placed.png
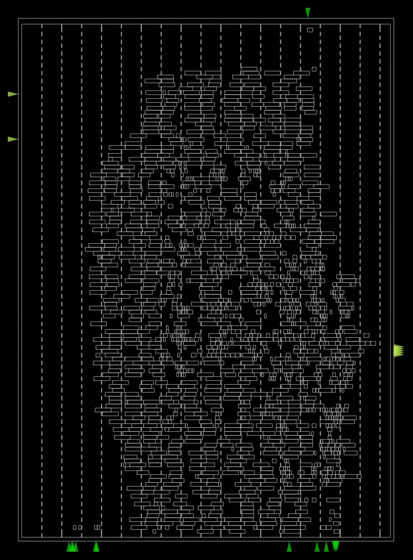
ff_map.png
Other sequential cells in the stronger grey, the rest of the logic in the fainter grey.
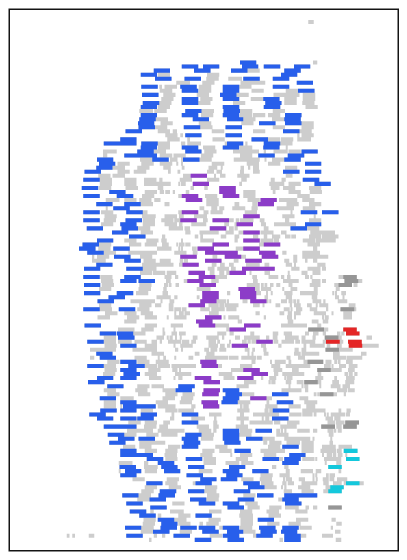
route_heat.png
Scale bar: 100 um. The die is cut into 26 by 36 equal tiles; black is low, pale yellow is high, scaled to the fullest tile. Values are wire area over tile area, all layers added.
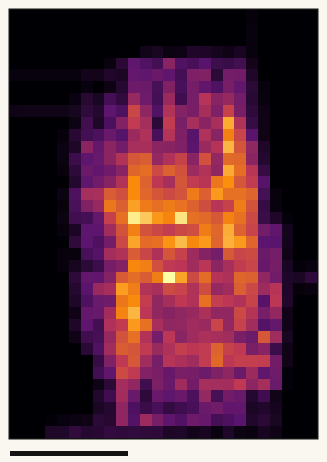
### config.mk
export PLATFORM = sky130hd
export DESIGN_NAME = sme_multi
export DESIGN_NICKNAME = d
export VERILOG_FILES = /design/src/rtl/sme_pkg.sv /design/src/rtl/sme_window_cmp.sv /design/src/rtl/sme_multi.sv
export SDC_FILE = /design/constraint.sdc
export NUM_CORES = 1
export LEC_CHECK = 0
export ABC_CLOCK_PERIOD_IN_PS = 4750
export CAP_MARGIN = 10
export CORE_ASPECT_RATIO = 1.4
export CORE_MARGIN = 2
export CORE_UTILIZATION = 25
export CTS_CLUSTER_DIAMETER = 200
export DETAILED_ROUTE_END_ITERATION = 10
export HOLD_SLACK_MARGIN = 0.05
export MAX_ROUTING_LAYER = met4
export PLACE_DENSITY = 0.48
export SLEW_MARGIN = 10
export SYNTH_ARGS = -nofsm -noshare
export SYNTH_HDL_FRONTEND = slang
export SYNTH_HIERARCHICAL = 1
export SYNTH_SLANG_ARGS = --single-unit
### constraint.sdc
create_clock -name clk -period 4.75 [get_ports clk]
set_input_delay 0.7125 -clock clk [delete_from_list [all_inputs] [get_ports clk]]
set_output_delay 0.7125 -clock clk [all_outputs]
set_load 0.01 [all_outputs]
### src/rtl/sme_pkg.sv
// Shared types and defaults for the string-match engine.
// Holds the FSM state encoding, default sizes and address-width helpers.
package sme_pkg;

   localparam int unsigned BYTE_DEF        = 8;
   localparam int unsigned MAX_STRING_DEF  = 32;
   localparam int unsigned MAX_PATTERN_DEF = 8;
   localparam logic [7:0]  WILDCARD_DEF    = 8'h2E;

   localparam int unsigned STR_IDX_W_DEF = $clog2(MAX_STRING_DEF);
   localparam int unsigned STR_LEN_W_DEF = $clog2(MAX_STRING_DEF + 1);
   localparam int unsigned PAT_IDX_W_DEF = $clog2(MAX_PATTERN_DEF);
   localparam int unsigned PAT_LEN_W_DEF = $clog2(MAX_PATTERN_DEF + 1);

   typedef enum logic [2:0] {
      ST_IDLE     = 3'd0,
      ST_LOAD_STR = 3'd1,
      ST_LOAD_PAT = 3'd2,
      ST_SCAN     = 3'd3,
      ST_DONE     = 3'd4
   } sme_state_e;

   // Bits needed to address a buffer of the given depth.
   function automatic int unsigned idx_w(input int unsigned depth);
      return (depth > 1) ? $clog2(depth) : 1;
   endfunction

   // Bits needed to hold a length of 0..depth.
   function automatic int unsigned len_w(input int unsigned depth);
      return $clog2(depth + 1);
   endfunction

endpackage

### src/rtl/sme_window_cmp.sv
// Combinational compare of one string window against the stored pattern.
// Positions at or beyond pat_len are ignored; the wildcard matches anything when enabled.
module sme_window_cmp
   import sme_pkg::*;
#(
   parameter int unsigned     BYTE        = BYTE_DEF,
   parameter int unsigned     MAX_PATTERN = MAX_PATTERN_DEF,
   parameter int unsigned     PAT_LEN_W   = PAT_LEN_W_DEF,
   parameter logic [BYTE-1:0] WILDCARD    = BYTE'(WILDCARD_DEF),
   parameter bit              WILD_EN     = 1'b1
) (
   input  logic [MAX_PATTERN-1:0][BYTE-1:0] window,
   input  logic [MAX_PATTERN-1:0][BYTE-1:0] pattern,
   input  logic [PAT_LEN_W-1:0]             pat_len,
   output logic                             hit
);

   always_comb begin
      hit = 1'b1;
      for (int unsigned i = 0; i < MAX_PATTERN; i++) begin
         if ((PAT_LEN_W'(i) < pat_len) && (window[i] != pattern[i]) &&
             !(WILD_EN && (pattern[i] == WILDCARD))) begin
            hit = 1'b0;
         end
      end
   end

endmodule

### src/rtl/sme_multi.sv
// Multi-match string search: loads a string and a pattern, then reports every
// start position where the pattern occurs, one candidate per cycle, followed by a last beat.
module sme_multi
   import sme_pkg::*;
#(
   parameter int unsigned     BYTE        = BYTE_DEF,
   parameter int unsigned     MAX_STRING  = MAX_STRING_DEF,
   parameter int unsigned     MAX_PATTERN = MAX_PATTERN_DEF,
   parameter logic [BYTE-1:0] WILDCARD    = BYTE'(WILDCARD_DEF),
   parameter bit              WILD_EN     = 1'b1
) (
   input  logic                          clk,
   input  logic                          reset,
   input  logic [BYTE-1:0]               chardata,
   input  logic                          isstring,
   input  logic                          ispattern,
   output logic                          valid,
   output logic                          match,
   output logic                          last,
   output logic [idx_w(MAX_STRING)-1:0]  match_index
);

   localparam int unsigned STR_IDX_W = idx_w(MAX_STRING);
   localparam int unsigned STR_LEN_W = len_w(MAX_STRING);
   localparam int unsigned PAT_IDX_W = idx_w(MAX_PATTERN);
   localparam int unsigned PAT_LEN_W = len_w(MAX_PATTERN);
   localparam int unsigned LEN_W     = (STR_LEN_W > PAT_LEN_W) ? STR_LEN_W : PAT_LEN_W;
   localparam int unsigned WIN_W     = STR_IDX_W + PAT_IDX_W + 1;

   sme_state_e                        state_q, state_d;
   logic [MAX_STRING-1:0][BYTE-1:0]   str_q, str_d;
   logic [MAX_PATTERN-1:0][BYTE-1:0]  pat_q, pat_d;
   logic [STR_LEN_W-1:0]              str_len_q, str_len_d;
   logic [PAT_LEN_W-1:0]              pat_len_q, pat_len_d;
   logic [STR_IDX_W-1:0]              p_q, p_d;
   logic                              valid_q, valid_d;
   logic                              match_q, match_d;
   logic                              last_q, last_d;
   logic [STR_IDX_W-1:0]              idx_q, idx_d;

   logic [MAX_PATTERN-1:0][BYTE-1:0]  window_c;
   logic [WIN_W-1:0]                  pos_c;
   logic [LEN_W-1:0]                  last_p_c;
   logic                              has_cand_c;
   logic                              hit_c;

   // Slice the window starting at candidate p; positions past the buffer read as zero.
   always_comb begin
      window_c = '0;
      pos_c    = '0;
      for (int unsigned i = 0; i < MAX_PATTERN; i++) begin
         pos_c = WIN_W'(p_q) + WIN_W'(i);
         if (pos_c < WIN_W'(MAX_STRING)) begin
            window_c[i] = str_q[STR_IDX_W'(pos_c)];
         end
      end
   end

   assign has_cand_c = (pat_len_q != '0) && (LEN_W'(pat_len_q) <= LEN_W'(str_len_q));
   assign last_p_c   = LEN_W'(str_len_q) - LEN_W'(pat_len_q);

   sme_window_cmp #(
      .BYTE        (BYTE),
      .MAX_PATTERN (MAX_PATTERN),
      .PAT_LEN_W   (PAT_LEN_W),
      .WILDCARD    (WILDCARD),
      .WILD_EN     (WILD_EN)
   ) u_cmp (
      .window  (window_c),
      .pattern (pat_q),
      .pat_len (pat_len_q),
      .hit     (hit_c)
   );

   // Load sequencing, candidate stepping and result-beat generation.
   always_comb begin
      state_d   = state_q;
      str_d     = str_q;
      pat_d     = pat_q;
      str_len_d = str_len_q;
      pat_len_d = pat_len_q;
      p_d       = p_q;
      valid_d   = 1'b0;
      match_d   = 1'b0;
      last_d    = 1'b0;
      idx_d     = '0;

      case (state_q)
         ST_IDLE, ST_LOAD_STR, ST_LOAD_PAT: begin
            if (ispattern) begin
               if (state_q == ST_LOAD_PAT) begin
                  if (pat_len_q < PAT_LEN_W'(MAX_PATTERN)) begin
                     pat_d[PAT_IDX_W'(pat_len_q)] = chardata;
                     pat_len_d                    = pat_len_q + PAT_LEN_W'(1);
                  end
               end else begin
                  pat_d[0]  = chardata;
                  pat_len_d = PAT_LEN_W'(1);
                  state_d   = ST_LOAD_PAT;
               end
            end else if (isstring) begin
               if (state_q == ST_LOAD_STR) begin
                  if (str_len_q < STR_LEN_W'(MAX_STRING)) begin
                     str_d[STR_IDX_W'(str_len_q)] = chardata;
                     str_len_d                    = str_len_q + STR_LEN_W'(1);
                  end
               end else begin
                  str_d[0]  = chardata;
                  str_len_d = STR_LEN_W'(1);
                  state_d   = ST_LOAD_STR;
               end
            end else if (state_q == ST_LOAD_STR) begin
               state_d = ST_IDLE;
            end else if (state_q == ST_LOAD_PAT) begin
               // With no candidates SCAN has nothing to do, so step straight to DONE.
               p_d     = '0;
               state_d = has_cand_c ? ST_SCAN : ST_DONE;
            end
         end

         ST_SCAN: begin
            valid_d = hit_c;
            match_d = hit_c;
            idx_d   = hit_c ? p_q : '0;
            if (LEN_W'(p_q) >= last_p_c) begin
               state_d = ST_DONE;
            end else begin
               p_d = p_q + STR_IDX_W'(1);
            end
         end

         ST_DONE: begin
            valid_d = 1'b1;
            last_d  = 1'b1;
            state_d = ST_IDLE;
         end

         default: state_d = ST_IDLE;
      endcase
   end

   always_ff @(posedge clk or posedge reset) begin
      if (reset) begin
         state_q   <= ST_IDLE;
         str_len_q <= '0;
         pat_len_q <= '0;
         p_q       <= '0;
         valid_q   <= 1'b0;
         match_q   <= 1'b0;
         last_q    <= 1'b0;
         idx_q     <= '0;
      end else begin
         state_q   <= state_d;
         str_len_q <= str_len_d;
         pat_len_q <= pat_len_d;
         p_q       <= p_d;
         valid_q   <= valid_d;
         match_q   <= match_d;
         last_q    <= last_d;
         idx_q     <= idx_d;
      end
   end

   // Character buffers carry no reset; the length counters qualify their contents.
   always_ff @(posedge clk) begin
      str_q <= str_d;
      pat_q <= pat_d;
   end

   assign valid       = valid_q;
   assign match       = match_q;
   assign last        = last_q;
   assign match_index = idx_q;

endmodule

==> impl_metrics.csv <==
group,metric,value,unit
global_route,gr-usage-all-layers,0.184,
final_layout,flops,346,
clock_tree,clockBufferDepth,3,
clock_tree,tritoncts,"done",
final_layout,largest_cell_class,"multi-input combinational cells",
synth,synthTopLogicFamily,"multiplexers",
synth,synth_seq_share,0.446,
global_route,grt_pass1_wl,118000,um
floorplanning,coreArea,91100,um^2
synth,simple_gate_share,0.0637,
sta,finClkSkew,23.2,ps
critical_path,crit_cells,14,
pwr,p_int,11.4,mW
global_route,antenna_found_initial,2,
clock_tree,path_clk_slew,60,ps
critical_path,crit_fanout,23,
synth,synth_cells,1465,
detailed_routing,wl_met3,4930,um
sta,max_freq,235,MHz
critical_path,r2r_start,"p_q[0]",
sta,post-route-min-period,4260,ps
synth,syn_nets,1503,
synth,async_flop_share,0.0751,
synth,synth-cells-yosys,1465,
synth,yosys-mux-area-fraction,0.358,
final_layout,nets,1536,
final_layout,n_all_buffers,106,
pwr,pwr-share-clk,0.146,
detailed_routing,drc,0,
synth,ff_type,"edfxtp_1",
critical_path,path_class,"reg -> reg",
sta,tns,0,ps
final_layout,num_antenna_cells,1,
final_layout,drive_gt1_frac,0.347,
clock_tree,post_cts_resized,0,
critical_path,slowest_stage,"mux4_2",
min_path,hp-class,"in -> async",
final_layout,comb_cells,955,
synth,largest_area_cell,"edfxtp_1",
synth,yosysMostFrequentCell,"mux4_2",
critical_path,timing.rr.end,"valid",
placed_design,dp_hpwl,61500,um
synth,ys.flops,346,
synth,adder_share,0.0145,
sta,fin_ws,490,ps
global_route,grt_max_degree,90,
sta,drv_slew,0,
critical_path,cp_cell_sequence,"inv_1 > ha_4 > buf_4 > mux4_2 > mux4_2 > a22o_1 > xnor2_1 > nand4_1 > o22ai_1 > nand2_1 > a211oi_2 > buf_4 > and2_1 > or2_2",
global_route,overflow,0,
clock_tree,cts-htree-levels,2,
pwr,power_frac_seq,0.184,
global_route,use_met3,0.0249,
clock_tree,ctsRootBufferMaster,"clkbuf_16",
placed_design,place_congestion,0.963,
detailed_routing,dr.max_layer_used,"met4",
pwr,power_leader,"combinational cells",
global_route,grt_pass1_vias,15200,
synth,top_cell_area_share,0.417,
critical_path,r2r_slack,490,ps
global_route,grtUsageMet1,0.193,
sta,finalCritPeriodShare,0.897,
final_layout,buf_share,0.0365,
detailed_routing,vias_per_cell,5.61,
outcome,status,"finished, final reports clean",
-- placed.png (at the start) --
n_taps: 1197
utilization after layout: 0.288
Rows: 131
# fillers: 9112

-- ff_map.png (at the start) --
legend:
  match_index:
    colour: red
    sequential_cells: 5
    where: middle right
  str_len_q:
    colour: cyan
    sequential_cells: 6
    where: lower right
  str_q:
    colour: blue
    sequential_cells: 256
  pat_q:
    colour: purple
    sequential_cells: 64
    where: centre
not coloured: 15
Flop area: 10300 um^2
seq pwr: 3.75 mW
fraction of area in registers: 0.391

-- route_heat.png (at the start) --
tiles over half the peak: 17%
nearly empty tiles: 36%
mean over tiles: 0.15
fullest tile: 0.68
emptiest ninth of the die: upper left
densest ninth of the die: centre

[stage by stage]
| step | power [mW] | hold slack, ps | std cells | instance area, um^2 |
|---|---|---|---|---|
| 2_1_floorplan | 12.9 | 598 | 1465 | 23000 |
| 3_3_place_gp | 17.4 | 629 | 2656 | 25000 |
| 3_5_place_dp | 17.4 | 652 | 2656 | 25000 |
| 4_1_cts | 20.5 | 488 | 2720 | 26200 |
| 5_1_grt | 21.2 | 524 | 2721 | 26200 |
| 6_report | 20.4 | 490 | 2721 | 26200 |
[sequential cells by signal, summed over array words and instances (netlist names), 3 cells and up]
name         cells
str_len_q        6
str_q          256
p_q              5
pat_len_q        4
match_index      5
pat_q           64
state_q          3
[worst min-delay path, delay by kind of cell]
family   cells  cell delay [ps]
buf+inv      3              760
No activity file was given, so power comes from the tool's default toggle rates.
